## config.mk

```make
export PLATFORM = sky130hd
export DESIGN_NAME = entity_table_ctrl
export DESIGN_NICKNAME = d
export VERILOG_FILES = /design/src/rtl/entity_table_ctrl.sv
export SDC_FILE = /design/constraint.sdc
export NUM_CORES = 1
export LEC_CHECK = 0
export ABC_AREA = 1
export CAP_MARGIN = 20
export CORE_MARGIN = 3
export CORE_UTILIZATION = 45
export DETAILED_ROUTE_END_ITERATION = 12
export DONT_BUFFER_PORTS = 1
export PLACE_DENSITY_LB_ADDON = 0.25
export SLEW_MARGIN = 10
export SYNTH_ARGS = -nofsm -noshare
export SYNTH_HDL_FRONTEND = slang
export SYNTH_SLANG_ARGS = --single-unit
```

## constraint.sdc

```tcl
create_clock -name clk -period 7.3 [get_ports clk]
set_input_delay 0.73 -clock clk [delete_from_list [all_inputs] [get_ports clk]]
set_output_delay 0.73 -clock clk [all_outputs]
set_load 0.03 [all_outputs]
```

## src/rtl/entity_table_ctrl.sv

```systemverilog
// Entity table controller: round-robin write arbitration into a shadow table,
// with the whole table committed to the live outputs once per vertical blank.
module entity_table_ctrl #(
  parameter int unsigned NUM_REQ   = 4,
  parameter int unsigned NUM_SLOTS = 9,
  parameter int unsigned ENTITY_W  = 14,
  parameter logic [3:0]  UNUSED_ID = 4'hf
) (
  input  logic                          clk,
  input  logic                          reset,
  input  logic [NUM_REQ-1:0]            req_valid,
  input  logic [4*NUM_REQ-1:0]          req_slot,
  input  logic [ENTITY_W*NUM_REQ-1:0]   req_data,
  output logic [NUM_REQ-1:0]            req_ready,
  input  logic                          v_blank,
  output logic [ENTITY_W*NUM_SLOTS-1:0] entities_out,
  output logic                          commit_pulse,
  output logic                          slot_err
);

  localparam int unsigned SLOT_W = 4;
  localparam int unsigned ID_W   = 4;
  localparam int unsigned PTR_W  = (NUM_REQ > 1) ? $clog2(NUM_REQ) : 1;

  localparam logic [ENTITY_W-1:0] EMPTY_ENTRY = {UNUSED_ID, {(ENTITY_W-ID_W){1'b0}}};

  typedef enum logic [1:0] {
    ST_ACTIVE = 2'd0,
    ST_COMMIT = 2'd1,
    ST_BLANK  = 2'd2
  } state_e;

  state_e                                  state_q, state_d;
  logic                                    vblank_prev_q;
  logic [PTR_W-1:0]                        ptr_q, ptr_d;
  logic [NUM_SLOTS-1:0][ENTITY_W-1:0]      shadow_q, shadow_d;
  logic [NUM_SLOTS-1:0][ENTITY_W-1:0]      live_q, live_d;
  logic                                    commit_pulse_q, commit_pulse_d;
  logic                                    slot_err_q, slot_err_d;

  logic                                    grant_vld_c;
  logic [PTR_W-1:0]                        grant_idx_c;
  logic [SLOT_W-1:0]                       sel_slot_c;
  logic [ENTITY_W-1:0]                     sel_data_c;
  int unsigned                             rr_idx_c;
  logic                                    vblank_rise_c;

  assign vblank_rise_c = v_blank & ~vblank_prev_q;

  // Round-robin search starting one past the last granted requester; no grant in COMMIT.
  always_comb begin
    grant_vld_c = 1'b0;
    grant_idx_c = ptr_q;
    rr_idx_c    = 0;
    if (!reset && (state_q != ST_COMMIT)) begin
      for (int unsigned off = 1; off <= NUM_REQ; off++) begin
        rr_idx_c = (32'(ptr_q) + off) % NUM_REQ;
        if (!grant_vld_c && req_valid[rr_idx_c]) begin
          grant_vld_c = 1'b1;
          grant_idx_c = PTR_W'(rr_idx_c);
        end
      end
    end
  end

  // Payload of the granted requester.
  always_comb begin
    sel_slot_c = '0;
    sel_data_c = '0;
    req_ready  = '0;
    for (int unsigned i = 0; i < NUM_REQ; i++) begin
      if (grant_vld_c && (grant_idx_c == PTR_W'(i))) begin
        sel_slot_c   = req_slot[SLOT_W*i +: SLOT_W];
        sel_data_c   = req_data[ENTITY_W*i +: ENTITY_W];
        req_ready[i] = 1'b1;
      end
    end
  end

  // Frame FSM next state plus shadow/live table updates.
  always_comb begin
    state_d        = state_q;
    ptr_d          = ptr_q;
    shadow_d       = shadow_q;
    live_d         = live_q;
    commit_pulse_d = 1'b0;
    slot_err_d     = 1'b0;

    case (state_q)
      ST_ACTIVE: begin
        if (vblank_rise_c) begin
          state_d        = ST_COMMIT;
          commit_pulse_d = 1'b1;
        end
      end
      ST_COMMIT: begin
        live_d  = shadow_q;
        state_d = ST_BLANK;
      end
      ST_BLANK: begin
        if (!v_blank) begin
          state_d = ST_ACTIVE;
        end
      end
      default: state_d = ST_ACTIVE;
    endcase

    // Out-of-range slots still consume the grant but leave the table untouched.
    if (grant_vld_c) begin
      ptr_d = grant_idx_c;
      if (32'(sel_slot_c) < NUM_SLOTS) begin
        for (int unsigned k = 0; k < NUM_SLOTS; k++) begin
          if (sel_slot_c == SLOT_W'(k)) begin
            shadow_d[k] = sel_data_c;
          end
        end
      end else begin
        slot_err_d = 1'b1;
      end
    end
  end

  always_ff @(posedge clk) begin
    if (reset) begin
      state_q        <= ST_ACTIVE;
      vblank_prev_q  <= 1'b0;
      ptr_q          <= PTR_W'(NUM_REQ - 1);
      shadow_q       <= {NUM_SLOTS{EMPTY_ENTRY}};
      live_q         <= {NUM_SLOTS{EMPTY_ENTRY}};
      commit_pulse_q <= 1'b0;
      slot_err_q     <= 1'b0;
    end else begin
      state_q        <= state_d;
      vblank_prev_q  <= v_blank;
      ptr_q          <= ptr_d;
      shadow_q       <= shadow_d;
      live_q         <= live_d;
      commit_pulse_q <= commit_pulse_d;
      slot_err_q     <= slot_err_d;
    end
  end

  assign entities_out = live_q;
  assign commit_pulse = commit_pulse_q;
  assign slot_err     = slot_err_q;

endmodule
```

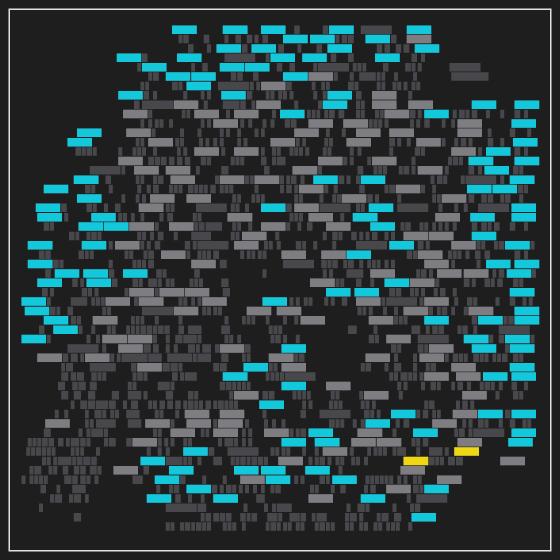
(images/registers.png)
Other sequential cells in the stronger grey, the rest of the logic in the fainter grey.
Key: yellow = state_q [placed flops 2]; cyan = entities_out [placed flops 126, where all over the die]
Another 131 sequential cells are not coloured.
flip-flop and latch share of the layout cell area: 46.7%
power dissipated in sequential cells: 1800 µW
Storage cell area: 0.00518 mm²

==> reports/metrics.json <==
{
  "outcome": {
    "result_of_the_run": "finished clean"
  },
  "final_layout": {
    "mostFrequentLayoutCell": "sky130_fd_sc_hd__nand2_1",
    "postLayoutCellArea_mm2": 0.0111,
    "area_growth_pct": 8.62,
    "nets": 1452,
    "antenna_cells": 0,
    "layout-drive-gt1-share_pct": 7.42,
    "layout_top_cells_excl_fill_tap": "sky130_fd_sc_hd__nand2_1 (381), sky130_fd_sc_hd__nor2_1 (319), sky130_fd_sc_hd__dfxtp_1 (259)"
  },
  "hold_path": {
    "holdPathEnd": "state_q[1]$_SDFFE_PP0P_",
    "whs_path_depth": 1,
    "hold_path.class": "in2reg",
    "hold_path.startpoint": "reset"
  },
  "timing": {
    "max_slew.worst_pin.slew_ns": 1.08,
    "timing.hold.ws_ns": 0.300,
    "fin_worst_skew_ns": 0.0156,
    "rsz_0062_raised_after_global_routing": "no",
    "timing.fmax_mhz": 266,
    "max_slew_margin_pct": 27.9,
    "timing.setup.tns_ns": 0,
    "final.setup.worst_slack_ns": 3.53,
    "report.final.slew_viol_count": 0,
    "finalCritPeriodShare_pct": 51.6,
    "setup_viol": 0,
    "finalHoldViolCount": 0,
    "period_minus_ws_final_ns": 3.77
  },
  "critical_path": {
    "cell_depth_of_the_worst_setup_path": 18,
    "worst_path_largest_cell_delay_ns": 0.59,
    "crit_path_start_kind": "flip-flop",
    "setup.worst_path.end": "shadow_q[39]$_SDFFE_PP1P_",
    "reg2reg_depth": 18,
    "path_cells": "inv_4 > nand2_1 > nand3_1 > nand2_1 > nor2_4 > nand3b_1 > nand2_1 > inv_2 > nand3_2 > nor2_4 > nand2_1 > nand4_4 > nor2_2 > buf_4 > nand2_1 > inv_1 > nand2_1 > nand3_1",
    "worst-path-max-fanout": 24,
    "crit_startpoint": "ptr_q[0]$_SDFFE_PP1P_",
    "path_buffers": 4,
    "cp_data_required_time_ns": 7.67,
    "critPathKind": "reg2reg",
    "cell_with_the_largest_stage_delay_on_the_worst_path": "sky130_fd_sc_hd__nor2_4",
    "crit_family": "simple AND/OR/NAND/NOR gates",
    "cp-end-kind": "flip-flop",
    "reg2reg_from": "ptr_q[0]$_SDFFE_PP1P_",
    "worst-r2r-setup-slack_ns": 3.53,
    "regToRegEndpoint": "shadow_q[39]$_SDFFE_PP1P_",
    "worst_ep_arrival_time_ns": 4.14,
    "top_cell_by_count_worst_path": "sky130_fd_sc_hd__nand2_1"
  },
  "placed_design": {
    "dpl_worst_slack_ns": 3.43,
    "hpwl_mm": 18.1,
    "number_of_port_buffers": 0,
    "dpl-instance-area_mm2": 0.0103
  },
  "cts": {
    "clock_tree.root_cell": "sky130_fd_sc_hd__clkbuf_16",
    "clk_pin_slew_worst_paths_ns": 0.06,
    "post_cts_buffers": 0,
    "tritoncts_num_sinks": 259,
    "post_cts_hold_buffer_count": 0,
    "clock_latency_ns": 0.53,
    "cts_tree": "built",
    "bufs_on_longest_clock_path": 3,
    "post_cts.resized_instances": 0,
    "cts.htree.levels": 1
  },
  "routing": {
    "per_cell_via_count_in_the_routed_design": 5.17,
    "drtAntennaViolNets": 0,
    "drt_iter0_drc": 765,
    "route.detailed.drc": 0,
    "route.final.wire_length_mm": 27.3,
    "routed-via-count": 8619,
    "drtPass1Iterations": 5,
    "wire_per_inst_um": 16.4
  },
  "global_route": {
    "global_route_wire_length_before_repair_mm": 42.8,
    "grt_max_degree": 163,
    "via_count_of_the_first_global_routing_pass": 7748,
    "grt-ovfl-total": 0,
    "grt_util_all_layers_pct": 21.6,
    "antenna_violations_before_repair": 0
  },
  "yosys": {
    "flop_and_latch_count_out_of_synthesis": 259,
    "synth-area-yosys_mm2": 0.0102,
    "postSynthCellCount": 1413,
    "warnings_synthesis": 0,
    "synth_seq_share_pct": 50.8,
    "avgSynthCellArea_um2": 7.23,
    "synth.yosys.num_cells": 1413,
    "mappedNetlistArea_mm2": 0.0102
  },
  "die": {
    "die-width_um": 157,
    "top_level_ports": 211,
    "coreArea_mm2": 0.0221,
    "die-height_um": 157,
    "rows": 54,
    "fp_util_pct": 46.2,
    "chipArea_mm2": 0.0245
  },
  "pwr": {
    "irDropWorstVdd_v": 0.000183,
    "p_comb_share_pct": 21.8,
    "p_clk_uw": 1280,
    "fraction_of_power_consumed_by_the_clock_network_pct": 32.5,
    "power_density_mw_per_mm2": 355,
    "totalPowerFinal_uw": 3940,
    "pwr.group.combinational_uw": 859,
    "switching_share_pct": 34.3,
    "top_power_group": "registers",
    "p_sw_uw": 1350,
    "power_report.internal_total_uw": 2590
  },
  "flow_run": {
    "warnings": 28,
    "maxCapViolCount": 0
  }
}
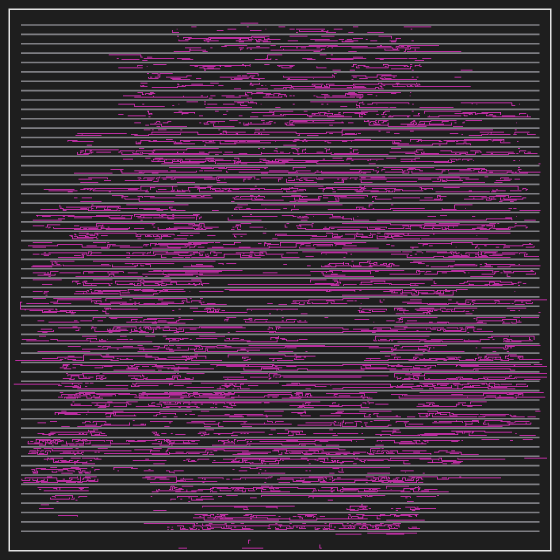
(images/met1.png)
Supply wires on this layer in grey.
1378 nets have wire on it. The wires run mostly horizontal.

## kinds of logic (layout without fill, tap and decap cells)
| group | Yosys count | count (layout) | synth area share, % |
|---|---|---|---|
| AOI/OAI and AO/OA | 129 | 129 | 6.56 |
| buffers and inverters | 130 | 105 | 5.55 |
| DFF | 259 | 259 | 50.8 |
| and+or+nand+nor | 895 | 895 | 37.1 |
## synthesized netlist by cell type, drive strengths merged
| cell | count | share of area [%] |
|---|---|---|
| buf | 23 | 1.6 |
| nand3b | 2 | 0.15 |
| nor2 | 334 | 13 |
| clkbuf | 54 | 2.0 |
| o21bai | 1 | 0.074 |
| inv | 53 | 2.0 |
| nand3 | 135 | 6.8 |
| o21ai | 92 | 4.5 |
| or2 | 1 | 0.061 |
| a21oi | 36 | 2.0 |
| nand4 | 19 | 1.5 |
| nor4 | 2 | 0.12 |
| dfxtp | 259 | 51 |
| nand2 | 402 | 15 |
## registers in the layout, indices dropped and copies added, names as in the netlist
register / count
commit_pulse: 1
slot_err: 1
shadow_q: 126
entities_out: 126
vblank_prev_q: 1
state_q: 2
ptr_q: 2
## area by class of cell
type / count / area (µm²)
clock buffers: 40 / 763
fillers: 2203 / 11000
repair buffers: 9 / 67.6
inverters: 53 / 208
flip-flops and latches: 259 / 5180
multi-input cells: 1024 / 4470
well taps: 280 / 350
clock inverters: 3 / 51.3
## routing by layer
metal / up-vias / wire length, µm / global-route usage, %
met5: - / 0 / 0
met4: 0 / 512 / 4.84
met3: 37 / 2220 / 5.97
met2: 256 / 12200 / 33.2
met1: 3944 / 12400 / 30.5
li1: 4382 / - / -
## metrics by stage
step	utilization (%)	cells
6_report	50.2	1668
5_1_grt	50.2	1668
4_1_cts	50.2	1668
3_5_place_dp	46.5	1625
3_3_place_gp	46.5	1625
2_1_floorplan	-	1413
Power is estimated from default activity; no workload was simulated.
